[src/rtl/can_acf_frame_qualifier_if.sv]
// Bus between the bit stream processor / register file and the acceptance
// filter. The master side is the BSP plus configuration; the slave side is
// the filter, which returns the accept/drop qualifier to the RX FIFO.
interface can_acf_frame_qualifier_if;
    logic        reset_mode;
    logic        extended_mode;
    logic        acceptance_filter_mode;
    logic [31:0] acr;
    logic [31:0] amr;
    logic        hdr_valid;
    logic [28:0] hdr_id;
    logic        hdr_ide;
    logic        hdr_rtr;
    logic [3:0]  hdr_dlc;
    logic        byte_valid;
    logic [7:0]  byte_data;
    logic        frame_done;
    logic        frame_abort;
    logic        decision_valid;
    logic        id_ok;
    logic [1:0]  filter_hit;

    modport master (
        output reset_mode, extended_mode, acceptance_filter_mode, acr, amr,
        output hdr_valid, hdr_id, hdr_ide, hdr_rtr, hdr_dlc,
        output byte_valid, byte_data, frame_done, frame_abort,
        input  decision_valid, id_ok, filter_hit
    );

    modport slave (
        input  reset_mode, extended_mode, acceptance_filter_mode, acr, amr,
        input  hdr_valid, hdr_id, hdr_ide, hdr_rtr, hdr_dlc,
        input  byte_valid, byte_data, frame_done, frame_abort,
        output decision_valid, id_ok, filter_hit
    );
endinterface

[src/rtl/can_acf_frame_qualifier.sv]
// SJA1000-style sequential acceptance filter. Snapshots the frame header and
// up to two data bytes, evaluates the code/mask filters once, and holds the
// id_ok qualifier until the frame completes or is dropped.
//
// state   | meaning
// --------+-------------------------------------------------------------
// IDLE    | waiting for a header; outputs cleared
// CAPTURE | header latched, collecting the data bytes the filter needs
// DECIDE  | all filter inputs present; result registered at the next edge
// HOLD    | decision presented; id_ok held until frame_done/frame_abort
module can_acf_frame_qualifier #(
    parameter bit DATA_FILTER_EN = 1'b1
) (
    input logic                        clk,
    input logic                        rst_n,
    can_acf_frame_qualifier_if.slave   bus
);

    typedef enum logic [1:0] {
        S_IDLE    = 2'd0,
        S_CAPTURE = 2'd1,
        S_DECIDE  = 2'd2,
        S_HOLD    = 2'd3
    } state_t;

    state_t      r_state;
    state_t      w_next;

    logic [28:0] r_id;
    logic        r_ide;
    logic        r_rtr;
    logic        r_ext_mode;
    logic        r_single;
    logic [31:0] r_acr;
    logic [31:0] r_amr;
    logic [1:0]  r_need;
    logic [1:0]  r_cnt;
    logic [7:0]  r_b0;
    logic [7:0]  r_b1;

    logic        r_dv;
    logic        r_id_ok;
    logic [1:0]  r_hit;

    logic [1:0]  w_need_new;
    logic        w_latch;
    logic        w_store;
    logic        w_decide;
    logic        w_b0_abs;
    logic        w_b1_abs;
    logic [1:0]  w_hit;
    logic        w_match;

    // Every bit must equal the code unless its mask bit says don't care.
    function automatic logic f_match(input logic [31:0] code,
                                     input logic [31:0] field,
                                     input logic [31:0] mask);
        return &((code ~^ field) | mask);
    endfunction

    // Data bytes only take part for standard data frames in PeliCAN mode;
    // DLC above 8 clamps naturally because at most two bytes are ever used.
    always_comb begin
        w_need_new = 2'd0;
        if (DATA_FILTER_EN && bus.extended_mode && !bus.hdr_ide && !bus.hdr_rtr) begin
            if (bus.acceptance_filter_mode)
                w_need_new = (bus.hdr_dlc >= 4'd2) ? 2'd2 : bus.hdr_dlc[1:0];
            else
                w_need_new = (bus.hdr_dlc != 4'd0) ? 2'd1 : 2'd0;
        end
    end

    // Next-state logic; priority is reset_mode, abort, new header, then the
    // per-state progression.
    always_comb begin
        w_next   = r_state;
        w_latch  = 1'b0;
        w_store  = 1'b0;
        w_decide = 1'b0;
        if (bus.reset_mode) begin
            w_next = S_IDLE;
        end else if (bus.frame_abort) begin
            w_next = S_IDLE;
        end else if (bus.hdr_valid) begin
            w_latch = 1'b1;
            w_next  = (w_need_new == 2'd0) ? S_DECIDE : S_CAPTURE;
        end else begin
            case (r_state)
                S_IDLE: w_next = S_IDLE;
                S_CAPTURE: begin
                    if (bus.frame_done) begin
                        w_next = S_IDLE;
                    end else if (bus.byte_valid) begin
                        w_store = 1'b1;
                        if (({1'b0, r_cnt} + 3'd1) >= {1'b0, r_need})
                            w_next = S_DECIDE;
                    end
                end
                S_DECIDE: begin
                    // A frame that ends before its result is presented is
                    // treated as truncated and produces no decision.
                    if (bus.frame_done) begin
                        w_next = S_IDLE;
                    end else begin
                        w_decide = 1'b1;
                        w_next   = S_HOLD;
                    end
                end
                S_HOLD: if (bus.frame_done) w_next = S_IDLE;
                default: w_next = S_IDLE;
            endcase
        end
    end

    // State register.
    always_ff @(posedge clk or negedge rst_n) begin
        if (!rst_n) r_state <= S_IDLE;
        else        r_state <= w_next;
    end

    // Header/config snapshot and data byte capture.
    always_ff @(posedge clk or negedge rst_n) begin
        if (!rst_n) begin
            r_id       <= '0;
            r_ide      <= 1'b0;
            r_rtr      <= 1'b0;
            r_ext_mode <= 1'b0;
            r_single   <= 1'b0;
            r_acr      <= '0;
            r_amr      <= '0;
            r_need     <= 2'd0;
            r_cnt      <= 2'd0;
            r_b0       <= 8'h00;
            r_b1       <= 8'h00;
        end else if (w_latch) begin
            r_id       <= bus.hdr_id;
            r_ide      <= bus.hdr_ide;
            r_rtr      <= bus.hdr_rtr;
            r_ext_mode <= bus.extended_mode;
            r_single   <= bus.acceptance_filter_mode;
            r_acr      <= bus.acr;
            r_amr      <= bus.amr;
            r_need     <= w_need_new;
            r_cnt      <= 2'd0;
            r_b0       <= 8'h00;
            r_b1       <= 8'h00;
        end else if (w_store) begin
            if (r_cnt == 2'd0)      r_b0 <= bus.byte_data;
            else if (r_cnt == 2'd1) r_b1 <= bus.byte_data;
            r_cnt <= r_cnt + 2'd1;
        end else if (w_next == S_IDLE) begin
            r_cnt <= 2'd0;
        end
    end

    // Filter evaluation on the snapshot; bytes not required are don't care.
    always_comb begin
        w_b0_abs = (r_need == 2'd0);
        w_b1_abs = (r_need < 2'd2);
        w_hit    = 2'b00;
        if (!r_ext_mode) begin
            w_hit[0] = !r_ide &&
                       f_match({24'h0, r_acr[31:24]}, {24'h0, r_id[10:3]},
                               {24'hFF_FFFF, r_amr[31:24]});
        end else if (r_single) begin
            if (r_ide)
                w_hit[0] = f_match(r_acr, {r_id, r_rtr, 2'b00}, r_amr | 32'h0000_0003);
            else
                w_hit[0] = f_match(r_acr,
                                   {r_id[10:0], r_rtr, 4'h0, r_b0, r_b1},
                                   r_amr | {16'h000F,
                                            (w_b0_abs ? 8'hFF : 8'h00),
                                            (w_b1_abs ? 8'hFF : 8'h00)});
        end else begin
            if (r_ide) begin
                w_hit[0] = f_match({16'h0, r_acr[31:16]}, {16'h0, r_id[28:13]},
                                   {16'hFFFF, r_amr[31:16]});
                w_hit[1] = f_match({16'h0, r_acr[15:0]}, {16'h0, r_id[28:13]},
                                   {16'hFFFF, r_amr[15:0]});
            end else begin
                w_hit[0] = f_match({12'h0, r_acr[31:16], r_acr[3:0]},
                                   {12'h0, r_id[10:0], r_rtr, r_b0},
                                   {12'hFFF, r_amr[31:16], r_amr[3:0]} |
                                   {24'h0, (w_b0_abs ? 8'hFF : 8'h00)});
                w_hit[1] = f_match({20'h0, r_acr[15:4]}, {20'h0, r_id[10:0], r_rtr},
                                   {20'hF_FFFF, r_amr[15:4]});
            end
        end
        w_match = |w_hit;
    end

    // Registered qualifier: pulse on decision, hold until the frame ends or
    // is replaced by a new header.
    always_ff @(posedge clk or negedge rst_n) begin
        if (!rst_n) begin
            r_dv    <= 1'b0;
            r_id_ok <= 1'b0;
            r_hit   <= 2'b00;
        end else begin
            r_dv <= w_decide;
            if (w_decide) begin
                r_id_ok <= w_match;
                r_hit   <= w_hit;
            end else if (w_latch || (w_next == S_IDLE)) begin
                r_id_ok <= 1'b0;
                r_hit   <= 2'b00;
            end
        end
    end

    assign bus.decision_valid = r_dv;
    assign bus.id_ok          = r_id_ok;
    assign bus.filter_hit     = r_hit;

endmodule
[src/flat_wrapper.sv]
// flat-port wrapper written by rule: the top's interface ports become plain ports
module can_acf_frame_qualifier_flat 
#(
    parameter bit DATA_FILTER_EN = 1'b1
)
  (clk, rst_n, bus_reset_mode, bus_extended_mode, bus_acceptance_filter_mode, bus_acr, bus_amr, bus_hdr_valid, bus_hdr_id, bus_hdr_ide, bus_hdr_rtr, bus_hdr_dlc, bus_byte_valid, bus_byte_data, bus_frame_done, bus_frame_abort, bus_decision_valid, bus_id_ok, bus_filter_hit);
  can_acf_frame_qualifier_if bus_i ();
  input logic clk;
  input logic rst_n;
  input wire logic [$bits(bus_i.reset_mode)-1:0] bus_reset_mode;
  input wire logic [$bits(bus_i.extended_mode)-1:0] bus_extended_mode;
  input wire logic [$bits(bus_i.acceptance_filter_mode)-1:0] bus_acceptance_filter_mode;
  input wire logic [$bits(bus_i.acr)-1:0] bus_acr;
  input wire logic [$bits(bus_i.amr)-1:0] bus_amr;
  input wire logic [$bits(bus_i.hdr_valid)-1:0] bus_hdr_valid;
  input wire logic [$bits(bus_i.hdr_id)-1:0] bus_hdr_id;
  input wire logic [$bits(bus_i.hdr_ide)-1:0] bus_hdr_ide;
  input wire logic [$bits(bus_i.hdr_rtr)-1:0] bus_hdr_rtr;
  input wire logic [$bits(bus_i.hdr_dlc)-1:0] bus_hdr_dlc;
  input wire logic [$bits(bus_i.byte_valid)-1:0] bus_byte_valid;
  input wire logic [$bits(bus_i.byte_data)-1:0] bus_byte_data;
  input wire logic [$bits(bus_i.frame_done)-1:0] bus_frame_done;
  input wire logic [$bits(bus_i.frame_abort)-1:0] bus_frame_abort;
  output wire logic [$bits(bus_i.decision_valid)-1:0] bus_decision_valid;
  output wire logic [$bits(bus_i.id_ok)-1:0] bus_id_ok;
  output wire logic [$bits(bus_i.filter_hit)-1:0] bus_filter_hit;
  assign bus_i.reset_mode = bus_reset_mode;
  assign bus_i.extended_mode = bus_extended_mode;
  assign bus_i.acceptance_filter_mode = bus_acceptance_filter_mode;
  assign bus_i.acr = bus_acr;
  assign bus_i.amr = bus_amr;
  assign bus_i.hdr_valid = bus_hdr_valid;
  assign bus_i.hdr_id = bus_hdr_id;
  assign bus_i.hdr_ide = bus_hdr_ide;
  assign bus_i.hdr_rtr = bus_hdr_rtr;
  assign bus_i.hdr_dlc = bus_hdr_dlc;
  assign bus_i.byte_valid = bus_byte_valid;
  assign bus_i.byte_data = bus_byte_data;
  assign bus_i.frame_done = bus_frame_done;
  assign bus_i.frame_abort = bus_frame_abort;
  assign bus_decision_valid = bus_i.decision_valid;
  assign bus_id_ok = bus_i.id_ok;
  assign bus_filter_hit = bus_i.filter_hit;
  can_acf_frame_qualifier #(.DATA_FILTER_EN(DATA_FILTER_EN)) u_core (.clk(clk), .rst_n(rst_n), .bus(bus_i));
endmodule
[config.mk]
export PLATFORM = sky130hd
export DESIGN_NAME = can_acf_frame_qualifier_flat
export DESIGN_NICKNAME = d
export VERILOG_FILES = /design/src/rtl/can_acf_frame_qualifier_if.sv /design/src/rtl/can_acf_frame_qualifier.sv /design/src/flat_wrapper.sv
export SDC_FILE = /design/constraint.sdc
export NUM_CORES = 1
export LEC_CHECK = 0
export CAP_MARGIN = 30
export CORE_UTILIZATION = 30
export DETAILED_ROUTE_END_ITERATION = 10
export PLACE_DENSITY = 0.58
export SLEW_MARGIN = 10
export SYNTH_ARGS = -nofsm -noshare
export SYNTH_HDL_FRONTEND = slang
export SYNTH_SLANG_ARGS = --single-unit
[constraint.sdc]
create_clock -name clk -period 2 [get_ports clk]
set_clock_uncertainty 0.05 [all_clocks]
set_input_delay 0.6 -clock clk [delete_from_list [all_inputs] [get_ports clk]]
set_output_delay 0.6 -clock clk [all_outputs]
set_load 0.02 [all_outputs]
==> run notes <==
fresh numbers from the pnr run: endpoints failing setup 2, maximum clock path buffer count 2, setup TNS -0.3118 ns, status complete, but fails checks, Die H 145.1 um, CTS H-tree depth 4, Slew @ Worst Pin 0.4551 ns, CTS tree done, Mapped Cells 702, final setup margin -0.1599 ns, Flops after synth 123, crit path capture type flop, fill count 1976, PortBufs 119, Tot GR Track Use 18.67%, violated checks negative setup slack, FF+latch area 3078 um2, Max transition margin 69.66%, Internal 5.824 mW, fin. max-slew vios 0, Avg Vias per Cell 4.621, WL/cell 16.63 um, mapped cell area 6141 um2, reg-to-reg critical path startpoint u_core.r_id[1], PwrDens 948.2 nW/um2, chip area 21050 um2, MUX share of area 2.608%, M2 GR Usage 28.46%, largest net degree at the start of global routing 61
[synth_stat cells (all sizes together), types with 2 or more instances]
cell / instances / area share (%)
or4: 5 / 0.61
nor4: 5 / 0.51
a22oi: 2 / 0.24
o211ai: 2 / 0.24
dfrtp: 123 / 50
xnor2: 94 / 13
o22a: 3 / 0.43
nand2: 304 / 19
nor3: 4 / 0.41
o2111ai: 2 / 0.29
mux2i: 16 / 2.6
ha: 4 / 0.82
clkbuf: 36 / 2.2
inv: 4 / 0.24
buf: 3 / 0.20
nor2b: 2 / 0.20
nor2: 25 / 1.5
o22ai: 40 / 4.1
nor3b: 3 / 0.55
o21ai: 11 / 0.90
[worst max path at each step]
| stage | start | endpoint | slack, ns | cells after the start |
|---|---|---|---|---|
| after floorplan | bus_frame_done | u_core.bus.filter_hit[0] | -0.46 | 8 |
| after global placement | bus_hdr_valid | u_core.bus.id_ok | -0.86 | 8 |
| after detailed placement | bus_hdr_valid | u_core.bus.filter_hit[0] | -0.92 | 8 |
| after CTS | bus_hdr_valid | u_core.bus.filter_hit[0] | -0.19 | 8 |
| after global routing | bus_frame_done | u_core.bus.id_ok | -0.26 | 8 |
| final | bus_frame_done | u_core.bus.filter_hit[0] | -0.16 | 8 |
[power by group through the flow]
stage / combinational [mW] / sequential [mW] / clock [mW]
after floorplan: 1.06 / 3.11 / 0
after detailed placement: 1.77 / 3.30 / 0
after CTS: 1.79 / 3.26 / 3.21
after global routing: 1.96 / 3.30 / 3.32
final: 1.79 / 3.26 / 3.17
after global placement: 1.77 / 3.29 / 0
[worst reg2reg max path, stage by stage (launching register included)]
cell	delay, ns
dfrtp_1	0.41
xnor2_1	0.16
o22ai_1	0.12
or4_1	0.54
o41ai_2	0.34
buf_4	0.16
and3_1	0.15
a41oi_2	0.05
nand2_1	0.09
[routing by layer]
layer,vias up,wire length [um]
li1,2582,-
met1,2473,9070
met2,153,8452
met3,28,931
met4,0,392
met5,-,0
[final cells by class]
type,instances,share of cell area [%]
Clock buffer,23,5.860
Clock inverter,9,1.270
Inverter,4,0.1732
Multi-Input combinational cell,536,34.05
Sequential cell,123,35.51
Tap cell,265,3.825
Timing Repair Buffer,173,19.31
[metrics by stage]
step	std cells	area, um2
finish	1133	8668
CTS	1133	8632
global placement	1100	8020
global route	1133	8668
detailed placement	1100	8020
floorplan	702	6165
[state kept, by name, summed over array words and instances (netlist names), 2 cells and up]
register / flops
u_core.r_acr: 32
u_core.r_state: 2
u_core.r_amr: 32
u_core.bus.filter_hit: 2
u_core.r_b1: 8
u_core.r_id: 29
u_core.r_b0: 8
u_core.r_cnt: 2
u_core.r_need: 2
[cells in the final DEF (no fill, tap or decap), drive strengths merged, types with 2 or more instances in the layout]
cell	count
a22oi	2
buf	58
bufinv	2
clkbuf	23
clkdlybuf4s50	110
clkinvlp	6
dfrtp	123
dlygate4sd2	4
ha	4
inv	4
mux2i	16
nand2	304
nor2	25
nor2b	2
nor3	4
nor3b	3
nor4	5
o2111ai	2
o211ai	2
o21ai	11
o22a	3
o22ai	40
or4	5
xnor2	94
[what timing repair did]
item                       in CTS  in global routing
buffers inserted                1                  0
pin swaps                       7                  6
setup endpoints to repair      23                 11
resized                        18                  6
Fig. 1: met4 routing
Bar = 50 um.
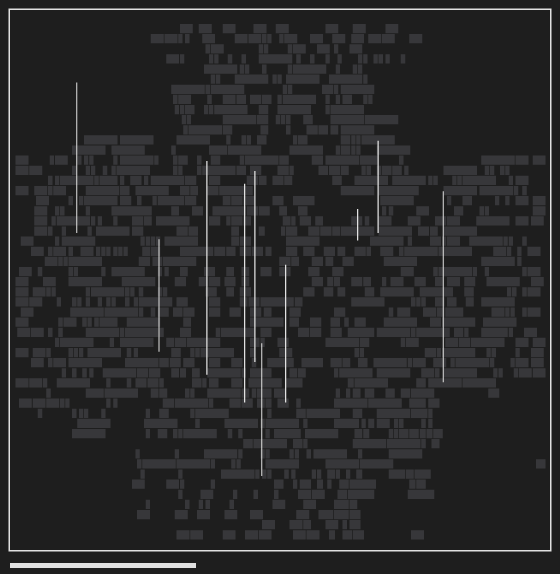
share of all routed wire: 2.1%
wire length on this layer: 392 um
nets with wire on the layer: 7
Routed WL: 18850 um
DR vias: 5236

Fig. 2: sizing map
Bar = 50 um.
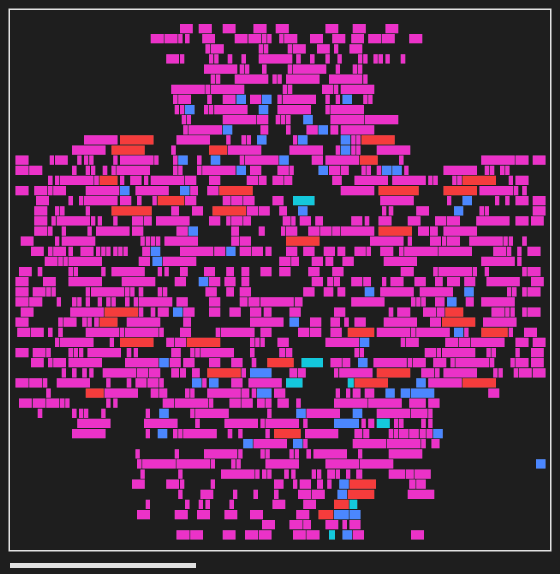
legend:
  drive 1 or less:
    color: magenta
    cells: 767
    share: 88%
  drive 6 and up:
    color: red
    cells: 34
    share: 3.9%
  drive 3 to 4:
    color: blue
    cells: 60
    share: 6.9%
  drive 2:
    color: cyan
    cells: 7
    share: 0.81%
final setup margin: -0.1599 ns
Signal buffers: 173
Synth-to-Final Area Change: 41.16%
final instance area: 8668 um2

Fig. 3: clock nets
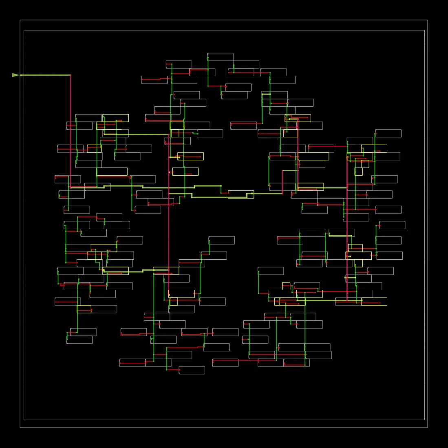
worst skew pair latency: 0.42 ns
Clock group: 3.17 mW
Num CTS Buffers: 17
clock sinks: 123

Power is estimated from default activity; no workload was simulated.
